[src/rtl/ahb_apb_pkg.sv]
// rtl/ahb_apb_pkg.sv - shared types and encodings for the AHB-Lite to APB bridge
// Bridge FSM states plus AHB transfer-type and response encodings.
package ahb_apb_pkg;

   typedef enum logic [2:0] {
      ST_IDLE,
      ST_WWAIT,
      ST_SETUP,
      ST_ACCESS,
      ST_ERR1,
      ST_ERR2
   } state_t;

   localparam logic [1:0] HTRANS_IDLE   = 2'b00;
   localparam logic [1:0] HTRANS_BUSY   = 2'b01;
   localparam logic [1:0] HTRANS_NONSEQ = 2'b10;
   localparam logic [1:0] HTRANS_SEQ    = 2'b11;

   localparam logic HRESP_OKAY  = 1'b0;
   localparam logic HRESP_ERROR = 1'b1;

endpackage

[src/rtl/apb_slave_mux.sv]
// rtl/apb_slave_mux.sv - slave index to one-hot PSEL and per-slave response select
// Purely combinational; the bridge FSM decides when the select is enabled.
module apb_slave_mux #(
   parameter int NSLV = 4,
   parameter int DW   = 32,
   parameter int IW   = 2
) (
   input  logic                 en_i,
   input  logic [IW-1:0]        idx_i,
   input  logic [NSLV*DW-1:0]   prdata_i,
   input  logic [NSLV-1:0]      pready_i,
   input  logic [NSLV-1:0]      pslverr_i,
   output logic [NSLV-1:0]      psel_o,
   output logic [DW-1:0]        prdata_o,
   output logic                 pready_o,
   output logic                 pslverr_o
);

   always_comb begin
      psel_o    = '0;
      prdata_o  = '0;
      pready_o  = 1'b0;
      pslverr_o = 1'b0;
      for (int i = 0; i < NSLV; i++) begin
         if (idx_i == IW'(i)) begin
            psel_o[i] = en_i;
            prdata_o  = prdata_i[i*DW +: DW];
            pready_o  = pready_i[i];
            pslverr_o = pslverr_i[i];
         end
      end
   end

endmodule

[src/rtl/ahb2apb_multislave_bridge.sv]
// rtl/ahb2apb_multislave_bridge.sv - AHB-Lite slave to multi-slave APB master bridge
// Decodes the slave from HADDR, sequences SETUP/ACCESS, maps errors to a two-cycle ERROR.
module ahb2apb_multislave_bridge import ahb_apb_pkg::*; #(
   parameter int AW      = 32,
   parameter int DW      = 32,
   parameter int NSLV    = 4,
   parameter int SLV_LSB = 12,
   parameter int TIMEOUT = 256
) (
   input  logic                 HCLK,
   input  logic                 HRESET,
   input  logic                 HSEL,
   input  logic [AW-1:0]        HADDR,
   input  logic [1:0]           HTRANS,
   input  logic                 HWRITE,
   input  logic [DW-1:0]        HWDATA,
   input  logic                 HREADYIN,
   output logic                 HREADYOUT,
   output logic                 HRESP,
   output logic [DW-1:0]        HRDATA,
   output logic [AW-1:0]        PADDR,
   output logic [NSLV-1:0]      PSEL,
   output logic                 PENABLE,
   output logic                 PWRITE,
   output logic [DW-1:0]        PWDATA,
   input  logic [NSLV*DW-1:0]   PRDATA,
   input  logic [NSLV-1:0]      PREADY,
   input  logic [NSLV-1:0]      PSLVERR
);

   localparam int IW  = (NSLV > 1) ? $clog2(NSLV) : 1;
   localparam int FW  = AW - SLV_LSB;
   localparam int CW  = (TIMEOUT > 0) ? $clog2(TIMEOUT + 1) : 1;
   localparam bit TO_EN = (TIMEOUT > 0);
   localparam logic [FW-1:0] NSLV_F = FW'(NSLV);
   localparam logic [CW-1:0] TLIM   = CW'((TIMEOUT > 0) ? TIMEOUT - 1 : 0);

   state_t          state_q, state_d;
   logic [AW-1:0]   addr_q;
   logic            write_q;
   logic [IW-1:0]   idx_q;
   logic [DW-1:0]   pwdata_q;
   logic [CW-1:0]   cnt_q, cnt_d;

   logic            psel_en;
   logic [DW-1:0]   sel_prdata;
   logic            sel_pready;
   logic            sel_pslverr;

   logic            accept;
   logic            unmapped;
   logic            done;
   logic            timeout_hit;
   logic            can_accept;
   state_t          accept_state;

   apb_slave_mux #(.NSLV(NSLV), .DW(DW), .IW(IW)) u_mux (
      .en_i      (psel_en),
      .idx_i     (idx_q),
      .prdata_i  (PRDATA),
      .pready_i  (PREADY),
      .pslverr_i (PSLVERR),
      .psel_o    (PSEL),
      .prdata_o  (sel_prdata),
      .pready_o  (sel_pready),
      .pslverr_o (sel_pslverr)
   );

   // Whole field above SLV_LSB is decoded so addresses past the last slave window error out.
   assign accept       = HSEL && HREADYIN && (HTRANS != HTRANS_IDLE) && (HTRANS != HTRANS_BUSY);
   assign unmapped     = (HADDR[AW-1:SLV_LSB] >= NSLV_F);
   assign done         = (state_q == ST_ACCESS) && sel_pready && !sel_pslverr;
   assign timeout_hit  = TO_EN && (state_q == ST_ACCESS) && !sel_pready && (cnt_q == TLIM);
   assign can_accept   = (state_q == ST_IDLE) || (state_q == ST_ERR2) || done;
   assign accept_state = unmapped ? ST_ERR1 : (HWRITE ? ST_WWAIT : ST_SETUP);

   always_ff @(posedge HCLK) begin
      if (HRESET) begin
         state_q  <= ST_IDLE;
         addr_q   <= '0;
         write_q  <= 1'b0;
         idx_q    <= '0;
         pwdata_q <= '0;
         cnt_q    <= '0;
      end else begin
         state_q <= state_d;
         cnt_q   <= cnt_d;
         if (can_accept && accept) begin
            addr_q  <= HADDR;
            write_q <= HWRITE;
            idx_q   <= HADDR[SLV_LSB +: IW];
         end
         if (state_q == ST_WWAIT) begin
            pwdata_q <= HWDATA;
         end
      end
   end

   always_comb begin
      state_d = state_q;
      cnt_d   = cnt_q;
      case (state_q)
         ST_IDLE, ST_ERR2: state_d = accept ? accept_state : ST_IDLE;
         ST_WWAIT:         state_d = ST_SETUP;
         ST_SETUP: begin
            state_d = ST_ACCESS;
            cnt_d   = '0;
         end
         ST_ACCESS: begin
            if (sel_pready) begin
               if (sel_pslverr) state_d = ST_ERR1;
               else             state_d = accept ? accept_state : ST_IDLE;
            end else begin
               if (timeout_hit) state_d = ST_ERR1;
               if (cnt_q != TLIM) cnt_d = cnt_q + CW'(1);
            end
         end
         ST_ERR1:          state_d = ST_ERR2;
         default:          state_d = ST_IDLE;
      endcase
   end

   always_comb begin
      HREADYOUT = 1'b1;
      HRESP     = HRESP_OKAY;
      HRDATA    = '0;
      psel_en   = 1'b0;
      PENABLE   = 1'b0;
      case (state_q)
         ST_WWAIT: HREADYOUT = 1'b0;
         ST_SETUP: begin
            HREADYOUT = 1'b0;
            psel_en   = 1'b1;
         end
         ST_ACCESS: begin
            psel_en   = 1'b1;
            PENABLE   = 1'b1;
            HREADYOUT = done;
            if (done && !write_q) HRDATA = sel_prdata;
         end
         ST_ERR1: begin
            HREADYOUT = 1'b0;
            HRESP     = HRESP_ERROR;
         end
         ST_ERR2:  HRESP = HRESP_ERROR;
         default:  HREADYOUT = 1'b1;
      endcase
   end

   assign PADDR  = addr_q;
   assign PWRITE = write_q;
   assign PWDATA = pwdata_q;

endmodule

[config.mk]
export PLATFORM = sky130hd
export DESIGN_NAME = ahb2apb_multislave_bridge
export DESIGN_NICKNAME = d
export VERILOG_FILES = /design/src/rtl/ahb_apb_pkg.sv /design/src/rtl/apb_slave_mux.sv /design/src/rtl/ahb2apb_multislave_bridge.sv
export SDC_FILE = /design/constraint.sdc
export NUM_CORES = 1
export LEC_CHECK = 0
export ABC_AREA = 0
export CORE_MARGIN = 5
export CORE_UTILIZATION = 34
export CTS_CLUSTER_DIAMETER = 30
export DETAILED_ROUTE_END_ITERATION = 16
export PLACE_DENSITY = 0.81
export SLEW_MARGIN = 20
export SYNTH_ARGS = -nofsm -noshare
export SYNTH_HDL_FRONTEND = slang
export SYNTH_SLANG_ARGS = --single-unit
[constraint.sdc]
create_clock -name HCLK -period 2.6 [get_ports HCLK]
set_input_delay 0.52 -clock HCLK [delete_from_list [all_inputs] [get_ports HCLK]]
set_output_delay 0.52 -clock HCLK [all_outputs]
set_load 0.005 [all_outputs]
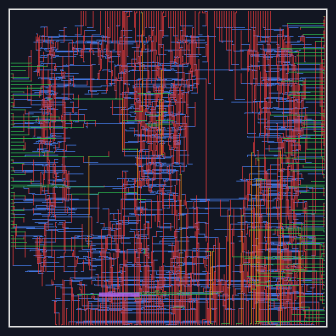
Fig. 1. Signal wires by layer.
[met1] blue | wire length: 6,440 um
[met5] purple | wire length: 13.8 um
[met4] orange | wire length: 649 um
[met3] green | wire length: 1,440 um
[met2] red | wire length: 9,360 um
drt wl/cell: 19.98 um
final WL: 17,900 um

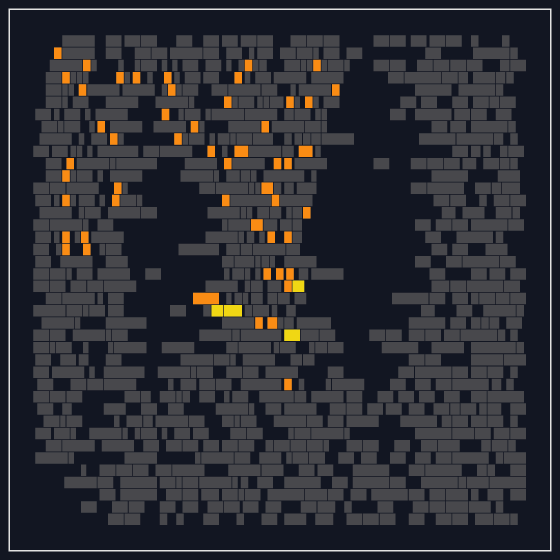
Fig. 2. Gate-type map.
[inverting AOI/OAI gates] orange | cells: 51
[AND-OR and OR-AND gates] yellow | cells: 4 | where: middle
most frequent logic cell in the layout: clkdlybuf4s50_1
Layout Cells excl Fill: 896
Comb/total area: 32.68%

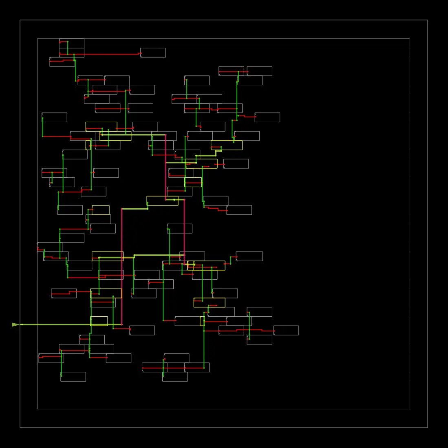
Fig. 3. The clock network.
clk_skew: 0.003030 ns
clkbuf count: 14
worst skew pair latency: 0.32 ns

==> results_dict.tcl <==
# flow metrics
set metrics [dict create \
    ys_ff 77 \
    final_layout_size_suffix_gt1_share_pct 18.03 \
    finalMaxSlewViolations 0 \
    p_leak_uw 0.003061 \
    path_cells "buf_6, nand2b_4, mux4_2, or3_4, buf_6, buf_16, nor2b_1, buf_2" \
    setup_violations 16 \
    final_util_pct 64.76 \
    max-cap-violations 0 \
    async_flop_share_pct 0 \
    min_path_type "reg2reg" \
    flop_cell "dfxtp_1" \
    cts_hold_buf 0 \
    core_sq_um 11910 \
    logic_family "multiplexers" \
    outcome "finished with violations" \
    antenna_found_initial 7 \
    setup_ws_ns -0.1520 \
    ys_seq_share_pct 37.64 \
    grt_setup_unrepaired "yes" \
    violations "setup timing" \
]
==> flip-flops by register name, indices dropped and copies added, names as in the netlist <==
signal / flops
state_q: 3
PWDATA: 32
PADDR: 32
cnt_q: 9
PWRITE: 1
==> where the power goes <==
part	internal [uW]	switching (uW)	leakage [uW]	total (uW)
combinational	509	254	0.00230	762
sequential	1230	25.0	0.000625	1250
clock	718	435	0.000139	1150
==> layer usage <==
metal	share of wire, %	GRT usage [%]	routed length (um)	vias up
met5	0.073	0	13	-
met4	3.6	9.735	648	2
met1	36	25.44	6438	2105
met2	52	43.82	9356	211
met3	8.0	7.446	1440	38
li1	-	-	-	2144
==> how the worst max path moves through the flow <==
stage / slack (ns) / endpoint / startpoint
5_1_grt: -0.17 / HRDATA[5] / PSLVERR[3]
3_3_place_gp: -0.70 / HRDATA[0] / PREADY[0]
2_1_floorplan: 0.22 / HRDATA[10] / PSLVERR[3]
3_5_place_dp: -0.75 / HRDATA[3] / PREADY[0]
4_1_cts: -0.13 / HRDATA[30] / PSLVERR[3]
6_report: -0.15 / HRDATA[5] / PSLVERR[3]
==> cell families after synthesis <==
group | count (synthesis)
adders and majority gates | 3
muxes | 67
buffers and inverters | 37
xor gates and xnor gates | 5
DFF | 77
and+or+nand+nor | 190
AOI/OAI and AO/OA | 55
==> area by class of cell <==
type,count,area [sq um],share of cell area (%)
inverters,3,11.26,0.1460
clock inverters,1,5.005,0.06488
well taps,147,183.9,2.384
repair buffers,328,3159,40.96
multi-input cells,320,2521,32.68
diodes,6,15.01,0.1946
clock buffers,14,274.0,3.552
flip-flops and latches,77,1544,20.02
==> critical path: cells and delay by family <==
family	cells	cell delay [ns]
multiplexers	1	0.50
AND/OR/NAND/NOR	3	0.68
buffers and inverters	4	0.54
==> cells in the mapped netlist (all sizes together) (2+ instances only) <==
cell type   n  area share, %
dfxtp      77             38
nand2      75            6.9
nor2       44            4.0
a21oi      39            4.8
mux4       34             19
nor2b      34            5.2
mux2i      33            8.1
clkbuf     23            2.1
buf        11            1.9
nor3        9            1.1
o21ai       6           0.73
nand2b      5           0.76
and3        4           0.61
nor3b       4           0.73
xnor2       4           0.86
inv         3           0.27
nand3b      3           0.55
nor4        3           0.46
or3         3           0.46
ha          2           0.61
nand3       2           0.24
nand4       2           0.31
==> metrics by stage <==
step	TNS (ns)	instances
4_1_cts	-2.459	891
6_report	-1.279	896
3_5_place_dp	-25.47	871
3_3_place_gp	-23.35	871
5_1_grt	-1.830	896
2_1_floorplan	0	434
==> timing repair <==
action | 4_1_cts | 5_1_grt
resized | 176 | 15
buffers inserted | 2 | 1
pin swaps | 1 | 1
setup endpoints to repair | 33 | 32
endpoints found under the hold margin | 0 | 0
gates cloned | 3 | 0
Power and IR drop assume default switching activity.
